$ cat src/rtl/lif_pkg.sv
// Shared definitions for the LIF neuron and its byte-serial parameter loader.
// Optional macro PARAM_CHECKSUM_EN adds the GET_CHK state (3-byte packets).
package lif_pkg;

    localparam int WEIGHT_W = 3;
    localparam int LEAK_W   = 2;
    localparam int THR_W    = 8;

    // B0 = {weight, leak_config, reserved}
    localparam int WEIGHT_MSB = 7;
    localparam int WEIGHT_LSB = 5;
    localparam int LEAK_MSB   = 4;
    localparam int LEAK_LSB   = 3;
    localparam int RSVD_MSB   = 2;
    localparam int RSVD_LSB   = 0;

    localparam logic [7:0] CHK_SEED = 8'hA5;

    typedef enum logic [1:0] {
        ST_IDLE    = 2'd0,
        ST_GET_CFG = 2'd1,
`ifdef PARAM_CHECKSUM_EN
        ST_GET_THR = 2'd2,
        ST_GET_CHK = 2'd3
`else
        ST_GET_THR = 2'd2
`endif
    } lif_state_e;

endpackage

$ cat src/rtl/lif_byte_timeout.sv
// Inter-byte idle counter: counts enabled cycles, clears on demand, and
// flags expiry on the cycle whose increment would reach LIMIT.
module lif_byte_timeout #(
    parameter int LIMIT = 255
) (
    input  logic clk,
    input  logic rst_n,
    input  logic clr,
    input  logic en,
    output logic expire
);

    localparam logic [7:0] LIMIT_M1 = 8'(LIMIT - 1);

    logic [7:0] cnt;

    always_ff @(posedge clk or negedge rst_n) begin
        if (!rst_n)
            cnt <= '0;
        else if (clr)
            cnt <= '0;
        else if (en)
            cnt <= cnt + 8'd1;
    end

    assign expire = en && (cnt == LIMIT_M1);

endmodule

$ cat src/rtl/lif_param_loader.sv
// Byte-serial LIF parameter loader: shadows a framed packet and commits
// weight/leak/threshold atomically. PARAM_CHECKSUM_EN adds a B2 check byte.
module lif_param_loader
    import lif_pkg::*;
#(
    parameter int         TIMEOUT_CYCLES = 255,
    parameter logic [7:0] THR_RESET      = 8'hFF
) (
    input  logic                clk,
    input  logic                rst_n,
    input  logic                load_start,
    input  logic [7:0]          data_in,
    input  logic                data_valid,
    output logic [WEIGHT_W-1:0] weight,
    output logic [LEAK_W-1:0]   leak_config,
    output logic [THR_W-1:0]    threshold,
    output logic                params_ready,
    output logic                busy,
    output logic                load_err
);

    lif_state_e state;
    logic [WEIGHT_W+LEAK_W-1:0] cfg_sh;
`ifdef PARAM_CHECKSUM_EN
    logic [THR_W-1:0] thr_sh;
    logic [7:0]       chk_exp;
`endif
    logic tmo_en, tmo_clr, tmo_exp;

    assign busy = (state != ST_IDLE);

    // load_start outranks data_valid; any byte seen while busy resets the timer
    assign tmo_en  = busy && !load_start && !data_valid;
    assign tmo_clr = !busy || load_start || data_valid;

    lif_byte_timeout #(.LIMIT(TIMEOUT_CYCLES)) u_tmo (
        .clk    (clk),
        .rst_n  (rst_n),
        .clr    (tmo_clr),
        .en     (tmo_en),
        .expire (tmo_exp)
    );

`ifdef PARAM_CHECKSUM_EN
    assign chk_exp = {cfg_sh, 3'b000} ^ thr_sh ^ CHK_SEED;
`endif

    always_ff @(posedge clk or negedge rst_n) begin
        if (!rst_n) begin
            state        <= ST_IDLE;
            cfg_sh       <= '0;
`ifdef PARAM_CHECKSUM_EN
            thr_sh       <= '0;
`endif
            weight       <= '0;
            leak_config  <= '0;
            threshold    <= THR_RESET;
            params_ready <= 1'b0;
            load_err     <= 1'b0;
        end else if (load_start) begin
            state        <= ST_GET_CFG;
            cfg_sh       <= '0;
`ifdef PARAM_CHECKSUM_EN
            thr_sh       <= '0;
`endif
            params_ready <= 1'b0;
            load_err     <= 1'b0;
        end else if (busy) begin
            if (tmo_exp) begin
                state    <= ST_IDLE;
                load_err <= 1'b1;
            end else if (data_valid) begin
                case (state)
                    ST_GET_CFG: begin
                        if (data_in[RSVD_MSB:RSVD_LSB] != '0) begin
                            state    <= ST_IDLE;
                            load_err <= 1'b1;
                        end else begin
                            cfg_sh <= data_in[WEIGHT_MSB:LEAK_LSB];
                            state  <= ST_GET_THR;
                        end
                    end
`ifdef PARAM_CHECKSUM_EN
                    ST_GET_THR: begin
                        thr_sh <= data_in;
                        state  <= ST_GET_CHK;
                    end
                    ST_GET_CHK: begin
                        state <= ST_IDLE;
                        if (data_in == chk_exp) begin
                            weight       <= cfg_sh[WEIGHT_MSB-LEAK_LSB:WEIGHT_LSB-LEAK_LSB];
                            leak_config  <= cfg_sh[LEAK_MSB-LEAK_LSB:0];
                            threshold    <= thr_sh;
                            params_ready <= 1'b1;
                        end else begin
                            load_err <= 1'b1;
                        end
                    end
`else
                    ST_GET_THR: begin
                        state        <= ST_IDLE;
                        weight       <= cfg_sh[WEIGHT_MSB-LEAK_LSB:WEIGHT_LSB-LEAK_LSB];
                        leak_config  <= cfg_sh[LEAK_MSB-LEAK_LSB:0];
                        threshold    <= data_in;
                        params_ready <= 1'b1;
                    end
`endif
                    default: state <= ST_IDLE;
                endcase
            end
        end
    end

endmodule
$ cat config.mk
export PLATFORM = sky130hd
export DESIGN_NAME = lif_param_loader
export DESIGN_NICKNAME = d
export VERILOG_FILES = /design/src/rtl/lif_pkg.sv /design/src/rtl/lif_byte_timeout.sv /design/src/rtl/lif_param_loader.sv
export SDC_FILE = /design/constraint.sdc
export NUM_CORES = 1
export LEC_CHECK = 0
export CORE_AREA = 2 2 49 73
export CTS_BUF_LIST = sky130_fd_sc_hd__clkbuf_16
export CTS_CLUSTER_DIAMETER = 80
export DETAILED_ROUTE_END_ITERATION = 8
export DIE_AREA = 0 0 51 75
export PLACE_DENSITY = 0.69
export SKIP_LAST_GASP = 1
export SLEW_MARGIN = 20
export SYNTH_ARGS = -nofsm -noshare
export SYNTH_HDL_FRONTEND = slang
export SYNTH_HIERARCHICAL = 1
export SYNTH_SLANG_ARGS = --single-unit
$ cat constraint.sdc
create_clock -name clk -period 4.59 [get_ports clk]
set_clock_uncertainty 0.1 [all_clocks]
set_input_delay 0.918 -clock clk [delete_from_list [all_inputs] [get_ports clk]]
set_output_delay 0.918 -clock clk [all_outputs]
set_load 0.1 [all_outputs]
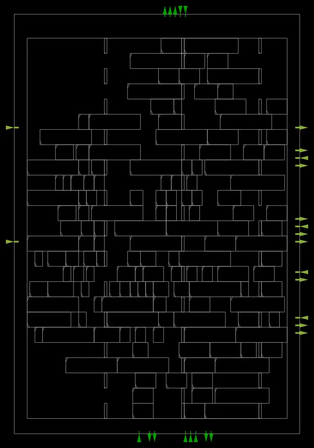
Fig. 1. Cell outlines without signal wires (run 1).
Fillers: 271
post-layout util: 0.573

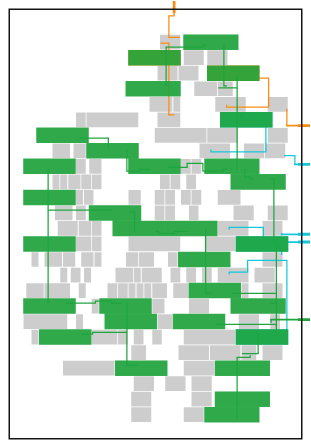
Fig. 2. Wires at chosen ports, followed through buffers (run 1).
Cyan shows weight, bits 3, direction output, edge right, end cells 3, buffers 3, wire 65.7 um. Green shows rst_n, bits 1, direction input, edge right, end cells 30, buffers 3, wire 234 um. Orange shows leak_config, bits 2, direction output, edge 1 top, 1 right, end cells 2, buffers 2, wire 43.6 um.

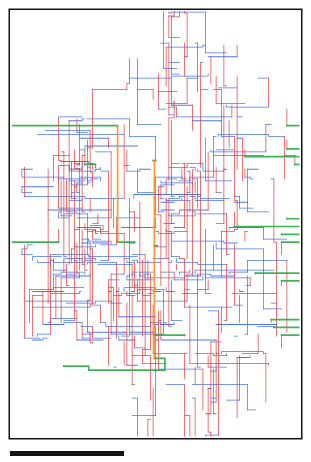
Fig. 3. Routed metal, one colour a layer (run 1).
Scale bar: 20 um.
Green shows M3, wire length 116 um. Blue shows M1, wire length 1080 um. Orange shows M4, wire length 55.1 um. Red shows M2, wire length 1490 um.

==> out/results.ini, run 1 <==
[worst_hold_path]
hp-class = reg2reg

[yosys]
top_cell_area_share = 0.397
async_flop_share = 1.00

[critical_path]
path_cells = clkdlybuf4s50_1, or3_1, inv_1, nand4_1, nor2_1, or4_1, buf_4, mux2_2
path_buffers = 3
crit_family = simple AND/OR/NAND/NOR gates
crit_start = load_start

[final_layout]
nonClkBufAreaFrac = 0.159
num-nonclk-inverters = 4
clk_share = 0.0760
syn_to_final_growth_pct = 30.7
mostFrequentLayoutCells = 26 x clkdlybuf4s50_1, 22 x dfrtp_1, 11 x a21oi_1, 9 x mux2_4, 9 x o21ai_0
layout.area.comb_sq_um = 561

[power_and_ir_drop]
sw_frac_of_total = 0.257
ir_drop_mv = 0.273
top_power_group = the clock network

[clocking]
root_buffer = clkbuf_16
cts_buffers = 5

[status]
status = complete, no violations

[global_route]
track_usage = 0.175

==> run 2, diff against run 1 <==
PLACE_DENSITY = 0.72   (was 0.69)
clock period = 2.95 ns   (was 4.59 ns; I/O delays follow)
==> out/results.ini, run 2 <==
[critical_path]
path_cells = clkdlybuf4s50_1, or3_1, inv_1, nand4_1, nor2_1, buf_4, nor4_1, nand3_1, a21oi_1
crit_start = data_valid
worst_path_max_delay_cell = nor4_1
crit_family = simple AND/OR/NAND/NOR gates
path_buffers = 3

[final_layout]
final_cell_area_sq_um = 1830
num-nonclk-inverters = 4
mostFrequentLayoutCells = 22 x dfrtp_1, 22 x buf_4, 11 x a21oi_1, 11 x clkdlybuf4s50_1
ff_count = 30
clock_buffers = 5
clk_share = 0.0904
reg_top3 = threshold (8), u_tmo/cnt (8), cfg_sh (5)
fillers = 270
nonClkBufAreaFrac = 0.151
syn_to_final_growth_pct = 31.8
layout.area.comb_sq_um = 561
final_util = 0.578

[global_route]
track_usage = 0.175
grt_max_degree = 31

[worst_hold_path]
hp-class = reg2reg

[timing]
tns_ps = 0
hold_ws_ps = 407
relSlewSlack = 0.477
tightest_slew_ps = 777

[routing]
vias = 1012
vias_per_cell = 5.30

[power_and_ir_drop]
seq_power_share = 0.378
ir_drop_mv = 0.458
top_power_group = the clock network
sw_frac_of_total = 0.249

[clocking]
h-tree-depth = 2
root_buffer = clkbuf_16
cts_tree = done
cts_setup_buffers = 0
cts_buffers = 5

[placement]
place_area_sq_um = 1660

[floorplanning]
die-area_sq_um = 3830
die_x_um = 51

[yosys]
yosys.area_share.aoi = 0.0839
synth_area_per_cell_sq_um = 12.0
yosys-stat-area_sq_um = 1390
async_flop_share = 1.00

[status]
status = complete, no violations

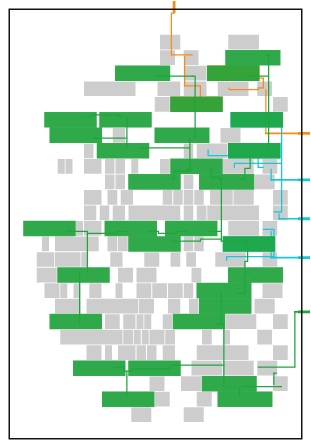
Fig. 4. Wires at chosen ports, followed through buffers (run 2).
Orange shows leak_config, bits 2, direction output, edge 1 top, 1 right, end cells 2, buffers 2, wire 48.3 um. Cyan shows weight, bits 3, direction output, edge right, end cells 3, buffers 3, wire 78.0 um. Green shows rst_n, bits 1, direction input, edge right, end cells 30, buffers 2, wire 232 um.

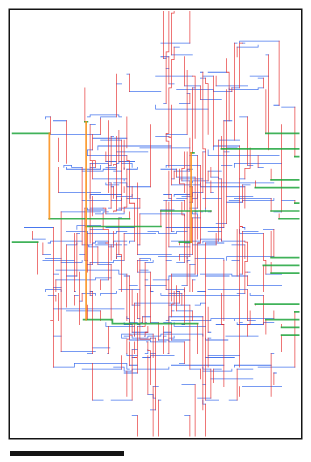
Fig. 5. Routed metal, one colour a layer (run 2).
Scale bar: 20 um.
Green shows M3, wire length 147 um. Red shows M2, wire length 1470 um. Blue shows M1, wire length 1060 um. Orange shows M4, wire length 65.3 um.

==> run 3, diff against run 2 <==
HOLD_SLACK_MARGIN = 0.03   (was default)
==> out/results.ini, run 3 <==
[final_layout]
final_cell_area_sq_um = 1830
layout.area.comb_sq_um = 561
clk_share = 0.0904
num-nonclk-inverters = 4
clock_buffers = 5

[yosys]
async_flop_share = 1.00
synth_area_per_cell_sq_um = 12.0
yosys.area_share.aoi = 0.0839
yosys-stat-area_sq_um = 1390
top_cell_area_share = 0.397

[placement]
place_area_sq_um = 1660

[clocking]
root_buffer = clkbuf_16
cts_setup_buffers = 0
cts_tree = done
h-tree-depth = 2

[power_and_ir_drop]
ir_drop_mv = 0.458
seq_power_share = 0.378
top_power_group = the clock network

[critical_path]
crit_start = data_valid
worst_path_max_delay_cell = nor4_1

[timing]
relSlewSlack = 0.477
hold_ws_ps = 407

[floorplanning]
die_x_um = 51
die-area_sq_um = 3830

[status]
status = complete, no violations

[routing]
vias = 1012
vias_per_cell = 5.30

[global_route]
grt_max_degree = 31

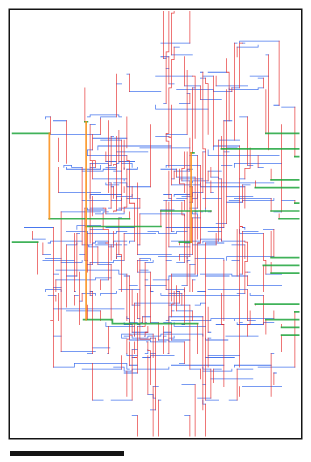
Fig. 6. Routed metal, one colour a layer (run 3).
Scale bar: 20 um.
Orange shows M4, wire length 65.3 um. Blue shows M1, wire length 1060 um. Green shows M3, wire length 147 um. Red shows M2, wire length 1470 um.

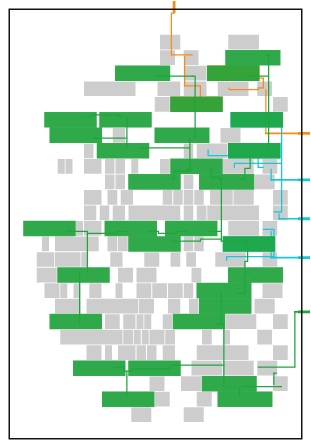
Fig. 7. Wires at chosen ports, followed through buffers (run 3).
num ports: 28
Port Buffers: 27


==> gallery <==
Clock wires, drivers and flops.
shot_01.png
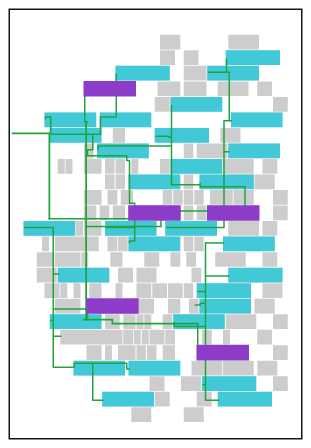
shot_02.png
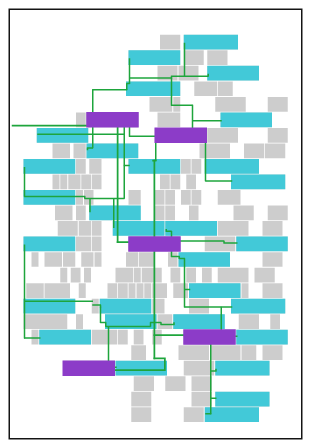
run 2 -> shot_01.png
run 1 -> shot_02.png

Key to shot_01.png:
Purple shows clock-net drivers, count 5. Green shows clock wires, length 409 um. Cyan shows flip-flops, count 30.
There are 6 routed clock nets.

